==> src/rtl/note_detector.sv <==
`timescale 1ns/1ps
// Measures the period of a square-wave tone, classifies it into C4..C5,
// and confirms the note after STABLE_N consecutive identical classifications.
module note_detector #(
  parameter int MIN_PER  = 181000,
  parameter int MAX_PER  = 402000,
  parameter int STABLE_N = 3,
  parameter int TH_C4    = 361377,
  parameter int TH_D     = 321949,
  parameter int TH_E     = 294857,
  parameter int TH_F     = 270723,
  parameter int TH_G     = 241187,
  parameter int TH_A     = 214875,
  parameter int TH_B     = 196795
) (
  input  logic        CLK,
  input  logic        RESET,
  input  logic        FREQ_IN,
  output logic [3:0]  note,
  output logic        valid,
  output logic        note_change,
  output logic [18:0] period
);

  localparam logic [0:0] IDLE    = 1'b0;
  localparam logic [0:0] MEASURE = 1'b1;

  localparam logic [19:0] MIN_W = 20'(MIN_PER);
  localparam logic [19:0] MAX_W = 20'(MAX_PER);
  localparam logic [18:0] MAX_C = 19'(MAX_PER);
  localparam logic [19:0] T1    = 20'(TH_C4);
  localparam logic [19:0] T2    = 20'(TH_D);
  localparam logic [19:0] T3    = 20'(TH_E);
  localparam logic [19:0] T4    = 20'(TH_F);
  localparam logic [19:0] T5    = 20'(TH_G);
  localparam logic [19:0] T6    = 20'(TH_A);
  localparam logic [19:0] T7    = 20'(TH_B);
  localparam logic [2:0]  STN   = 3'(STABLE_N);

  logic        sync1_q, sync2_q, prev_q;
  logic        edge_det;
  logic [0:0]  state_q, state_d;
  logic [18:0] cnt_q, cnt_d;
  logic [3:0]  cand_q, cand_d;
  logic [2:0]  match_q, match_d;
  logic [3:0]  note_q, note_d;
  logic        valid_q, valid_d;
  logic        chg_q, chg_d;
  logic [18:0] period_q, period_d;
  logic [19:0] meas;
  logic [3:0]  klass;

  assign edge_det = sync2_q & ~prev_q;
  assign meas     = {1'b0, cnt_q} + 20'd1;

  // Thresholds are exclusive: a period equal to a threshold takes the lower code.
  always_comb begin
    klass = 4'd0;
    if (meas < MIN_W || meas > MAX_W) klass = 4'd0;
    else if (meas > T1) klass = 4'd1;
    else if (meas > T2) klass = 4'd2;
    else if (meas > T3) klass = 4'd3;
    else if (meas > T4) klass = 4'd4;
    else if (meas > T5) klass = 4'd5;
    else if (meas > T6) klass = 4'd6;
    else if (meas > T7) klass = 4'd7;
    else klass = 4'd8;
  end

  always_comb begin
    state_d  = state_q;
    cand_d   = cand_q;
    match_d  = match_q;
    note_d   = note_q;
    period_d = period_q;
    if (edge_det)             cnt_d = '0;
    else if (cnt_q == MAX_C)  cnt_d = cnt_q;
    else                      cnt_d = cnt_q + 19'd1;

    case (state_q)
      IDLE: begin
        if (edge_det) state_d = MEASURE;
      end
      default: begin
        // An edge coinciding with saturation wins over the timeout.
        if (edge_det) begin
          period_d = meas[18:0];
          if (klass == cand_q) begin
            match_d = (match_q >= STN) ? STN : match_q + 3'd1;
          end else begin
            cand_d  = klass;
            match_d = 3'd1;
          end
          if (match_d == STN && cand_d != note_q) note_d = cand_d;
        end else if (cnt_q == MAX_C) begin
          state_d  = IDLE;
          note_d   = '0;
          period_d = '0;
          cand_d   = '0;
          match_d  = '0;
        end
      end
    endcase

    chg_d   = (note_d != note_q);
    valid_d = (note_d != 4'd0);
  end

  always_ff @(posedge CLK or posedge RESET) begin
    if (RESET) begin
      sync1_q  <= 1'b0;
      sync2_q  <= 1'b0;
      prev_q   <= 1'b0;
      state_q  <= IDLE;
      cnt_q    <= '0;
      cand_q   <= '0;
      match_q  <= '0;
      note_q   <= '0;
      valid_q  <= 1'b0;
      chg_q    <= 1'b0;
      period_q <= '0;
    end else begin
      sync1_q  <= FREQ_IN;
      sync2_q  <= sync1_q;
      prev_q   <= sync2_q;
      state_q  <= state_d;
      cnt_q    <= cnt_d;
      cand_q   <= cand_d;
      match_q  <= match_d;
      note_q   <= note_d;
      valid_q  <= valid_d;
      chg_q    <= chg_d;
      period_q <= period_d;
    end
  end

  assign note        = note_q;
  assign valid       = valid_q;
  assign note_change = chg_q;
  assign period      = period_q;

endmodule

==> config.mk <==
export PLATFORM = sky130hd
export DESIGN_NAME = note_detector
export DESIGN_NICKNAME = d
export VERILOG_FILES = /design/src/rtl/note_detector.sv
export SDC_FILE = /design/constraint.sdc
export NUM_CORES = 1
export LEC_CHECK = 0
export ABC_AREA = 1
export CORE_MARGIN = 1
export CORE_UTILIZATION = 60
export DETAILED_ROUTE_END_ITERATION = 16
export MAX_ROUTING_LAYER = met4
export PLACE_DENSITY = 0.81
export SLEW_MARGIN = 20
export SYNTH_ARGS = -nofsm -noshare
export SYNTH_HDL_FRONTEND = slang
export SYNTH_SLANG_ARGS = --single-unit
==> constraint.sdc <==
create_clock -name CLK -period 7.3 [get_ports CLK]
set_input_delay 1.095 -clock CLK [delete_from_list [all_inputs] [get_ports CLK]]
set_output_delay 1.095 -clock CLK [all_outputs]
set_load 0.005 [all_outputs]
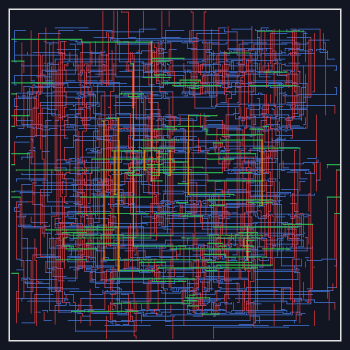
(images/metal_stack.png)
(4 px per µm)
Key: green = met3 [wire length 922 µm]; blue = met1 [wire length 4980 µm]; orange = met4 [wire length 225 µm]; red = met2 [wire length 5230 µm]
Wirelength per Cell: 17.0 µm
Total Routing Usage GR: 0.371
final WL: 11.4 mm
routed via count: 3928

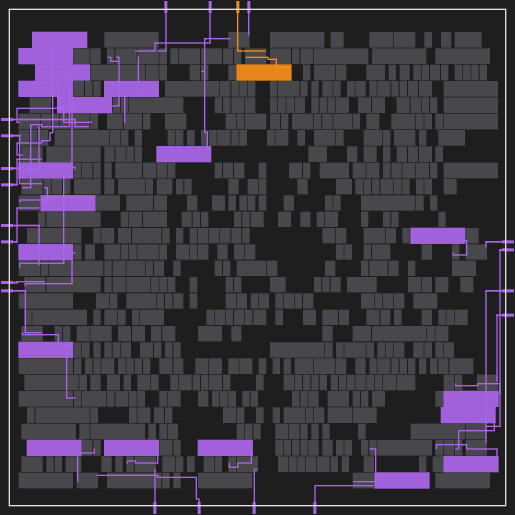
(images/port_nets.png)
(6 px per µm)
Key: purple = `period` [direction output, edge 8 west, 4 south, 4 east, 3 north, end cells 19, buffers 19, wire 552 µm]; orange = `note_change` [direction output, edge north, end cells 1, buffers 1, wire 20.3 µm]
IO Pins: 28
PortBufs: 27

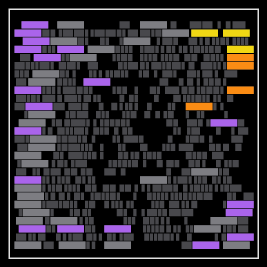
(images/registers.png)
(3 px per µm)
Key: purple = `period` [flops 19, where spread over the die]; orange = `cand_q` [flops 4, where north-east]; yellow = `match_q` [flops 3]
storage element area: 0.00138 mm²
sequential logic power: 380 µW
post-layout util: 0.710
Seq/total area: 0.318

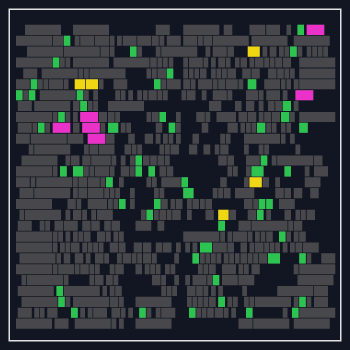
(images/gate_families.png)
(4 px per µm)
Key: green = inverting AOI/OAI gates [cells 55, where spread over the die]; magenta = adder and majority cells [cells 6]; yellow = AND-OR and OR-AND gates [cells 5]
dominant logic cell type in the layout: nand2_1
Finished Layout Cells: 666
Comb area share: 0.518

==> results.tsv <==
stage	metric	value	unit
yosys	Main synth FF type	dfrtp_1	
setup_path	most frequent CP cell	nand2_1	
clock_tree	CTS Root Cell	clkbuf_8	
grt	initial antenna violation count	0	
finish	fraction of area in non-clock buffers	0.0659	
finish	n_diodes	0	
routing	Routed Antenna Nets	0	
die	Die Size	0.00681	mm²
clock_tree	CTS Sinks	55	
finish	Layout Nets	600	
die	tap cells	75	
yosys	Netlist cell types	34	
finish	Clock buf/inv share	0.0197	
min_path	Hold Path Class	flip-flop to flip-flop	
outcome	status	completed	
yosys	Syn Nets	570	
setup_path	Setup crit start kind	flip-flop	
sta	Slew Viols, Final	0	
setup_path	Critical Path End Type	flip-flop	
clock_tree	post_cts resized	0	
clock_tree	H-Tree Depth	2	
finish	clkbuf count	5	
clock_tree	Max Buffers Root-to-Sink	2	
setup_path	critical path's slowest cell	dfrtp_1	
routing	1st-iter DRT viols	375	
routing	M1 WL	4.98	mm
sta	final worst path period share	0.518	
yosys	area fraction in mux cells	0	
power_and_ir_drop	Pleak	1.99	nW
sta	RSZ-0062 raised after global routing	no	
setup_path	r2r startpoint	cnt_q[1]	
routing	residual DRC count	0	
clock_tree	CTS tree	done	
sta	headroom to the max-slew limit	0.443	
yosys	sequential share of the synthesized area	0.354	
yosys	Synth logic family	simple AND/OR/NAND/NOR gates	
run	Log Warnings	29	
yosys	yosys stat cell total	561	
die	CORE AREA	0.00610	mm²
finish	fillers	479	
grt	vias in the first global route	3698	
power_and_ir_drop	Internal	544	µW
power_and_ir_drop	PD cells	210	mW/mm²
setup_path	CP bufs+invs	2	
yosys	FFs w/ async S/R, synth	1.00	
sta	TNS Setup	0	ns
yosys	Synth Instances	561	
power_and_ir_drop	sequential fraction of design power	0.417	
routing	routed wl met2	5.23	mm
grt	global-route wire length before repair	18.0	mm
finish	layout cells sized above 1	0.157	
power_and_ir_drop	Comb pwr share	0.392	
finish	largest class	combinational gates	
sta	Fin Hold WS	0.379	ns
sta	Least-Margin Pin Slew	0.832	ns
power_and_ir_drop	Pwr Total	910	µW
yosys	warnings from Yosys	0	
power_and_ir_drop	VDD IR max	0.000230	V
sta	highest clock rate	265	MHz
finish	area delta synth->final	11.4	%
yosys	Synth Area in Compound Gates	0.0879	
routing	First-pass DRT Iterations	5	
setup_path	crit path from	cnt_q[1]	
yosys	#FFs+latches synth	55	
die	row cnt	28	
placed_design	Placer Congestion	1.03	
finish	Logic inverters	65	
power_and_ir_drop	Sw Share	0.402	
clock_tree	clock slew at reported path FFs	0.12	ns
finish	most numerous logic cells after layout	nand2_1, nor2_1, dfrtp_1, inv_1, nand3_1	
sta	minimum clock period	3.78	ns
grt	Congestion Overflow GR	0	
yosys	flip-flops with a built-in enable	0	
sta	clk_skew	0.0197	ns
finish	non-clock buffer count	29	
finish	sequential cells	55	
placed_design	HPWL after detailed placement	8.73	mm
finish	MI comb cells	435	
yosys	syn_area_per_cell	6.93	µm²
yosys	adder share	0.0193	
setup_path	critical path required time	7.53	ns
clock_tree	clk latency late pin	0.32	ns
setup_path	cell family with most CP delay	simple AND/OR/NAND/NOR gates	
die	Pre-Place Util	0.638	
finish	logic area	0.00224	mm²
grt	pin count of the biggest net entering global routing	56	
sta	final setup fails	0	
yosys	YS chip area	0.00389	mm²
die	DIE HEIGHT	82.5	µm
routing	Via density	5.90	
run	max cap viols	0	
routing	highest routing layer actually used	met4	
yosys	Synth Cell Area	0.00389	mm²
sta	final hold violations	0	
setup_path	Worst path max stage delay	0.44	ns
min_path	HP Start	sync1_q	
clock_tree	hold_buf cts	0	
clock_tree	Post-CTS Setup Inserts	0	
yosys	Basic Gates by Area	0.461	
==> flip-flops by register name, indices dropped and copies added, names as in the netlist <==
register / flops
cand_q: 4
cnt_q: 19
match_q: 3
note: 4
note_change: 1
period: 19
prev_q: 1
state_q: 1
sync1_q: 1
sync2_q: 1
valid: 1
==> routing by layer <==
metal  track usage  up-vias
met5             -        -
met4         0.102        0
met3        0.0560       24
met2         0.590      204
met1         0.494     1817
li1              -     1883
==> final timing paths <==
| check | cells past startpoint | slack [ns] | to |
|---|---|---|---|
| min | 0 | 0.38 | sync2_q |
| max in group asynchronous | 3 | 5.55 | cnt_q[17] |
| min in group asynchronous | 3 | 1.28 | note_change |
| min reg2reg | 0 | 0.38 | sync2_q |
| max | 32 | 3.52 | note_change |
| max reg2reg | 32 | 3.52 | note_change |
==> synthesized netlist by cell type, types with 11 or more instances <==
master / count / share of area
dfrtp_1: 55 / 0.35
inv_1: 50 / 0.048
inv_2: 11 / 0.011
nand2_1: 147 / 0.14
nand2_2: 29 / 0.047
nand3_1: 48 / 0.062
nand3_2: 11 / 0.028
nand4_1: 21 / 0.034
nor2_1: 65 / 0.063
nor2_2: 13 / 0.021
nor2_4: 12 / 0.035
nor3_1: 12 / 0.015
o21ai_0: 27 / 0.035
==> through the flow <==
step / std cells / setup slack (ns) / instance area, µm²
2_1_floorplan: 561 / 4.22 / 3890
3_3_place_gp: 659 / 3.70 / 4240
3_5_place_dp: 659 / 3.60 / 4240
4_1_cts: 666 / 3.59 / 4330
5_1_grt: 666 / 3.15 / 4330
6_report: 666 / 3.52 / 4330
==> power by group through the flow <==
stage               logic [mW]  registers (mW)  clock network, mW
floorplan                0.238           0.379                  0
global placement         0.337           0.382                  0
detailed placement       0.350           0.385                  0
CTS                      0.352           0.379              0.176
global route             0.395           0.385              0.183
finish                   0.356           0.380              0.174
Power figures rest on the tool's default switching activity, not on a simulated workload.
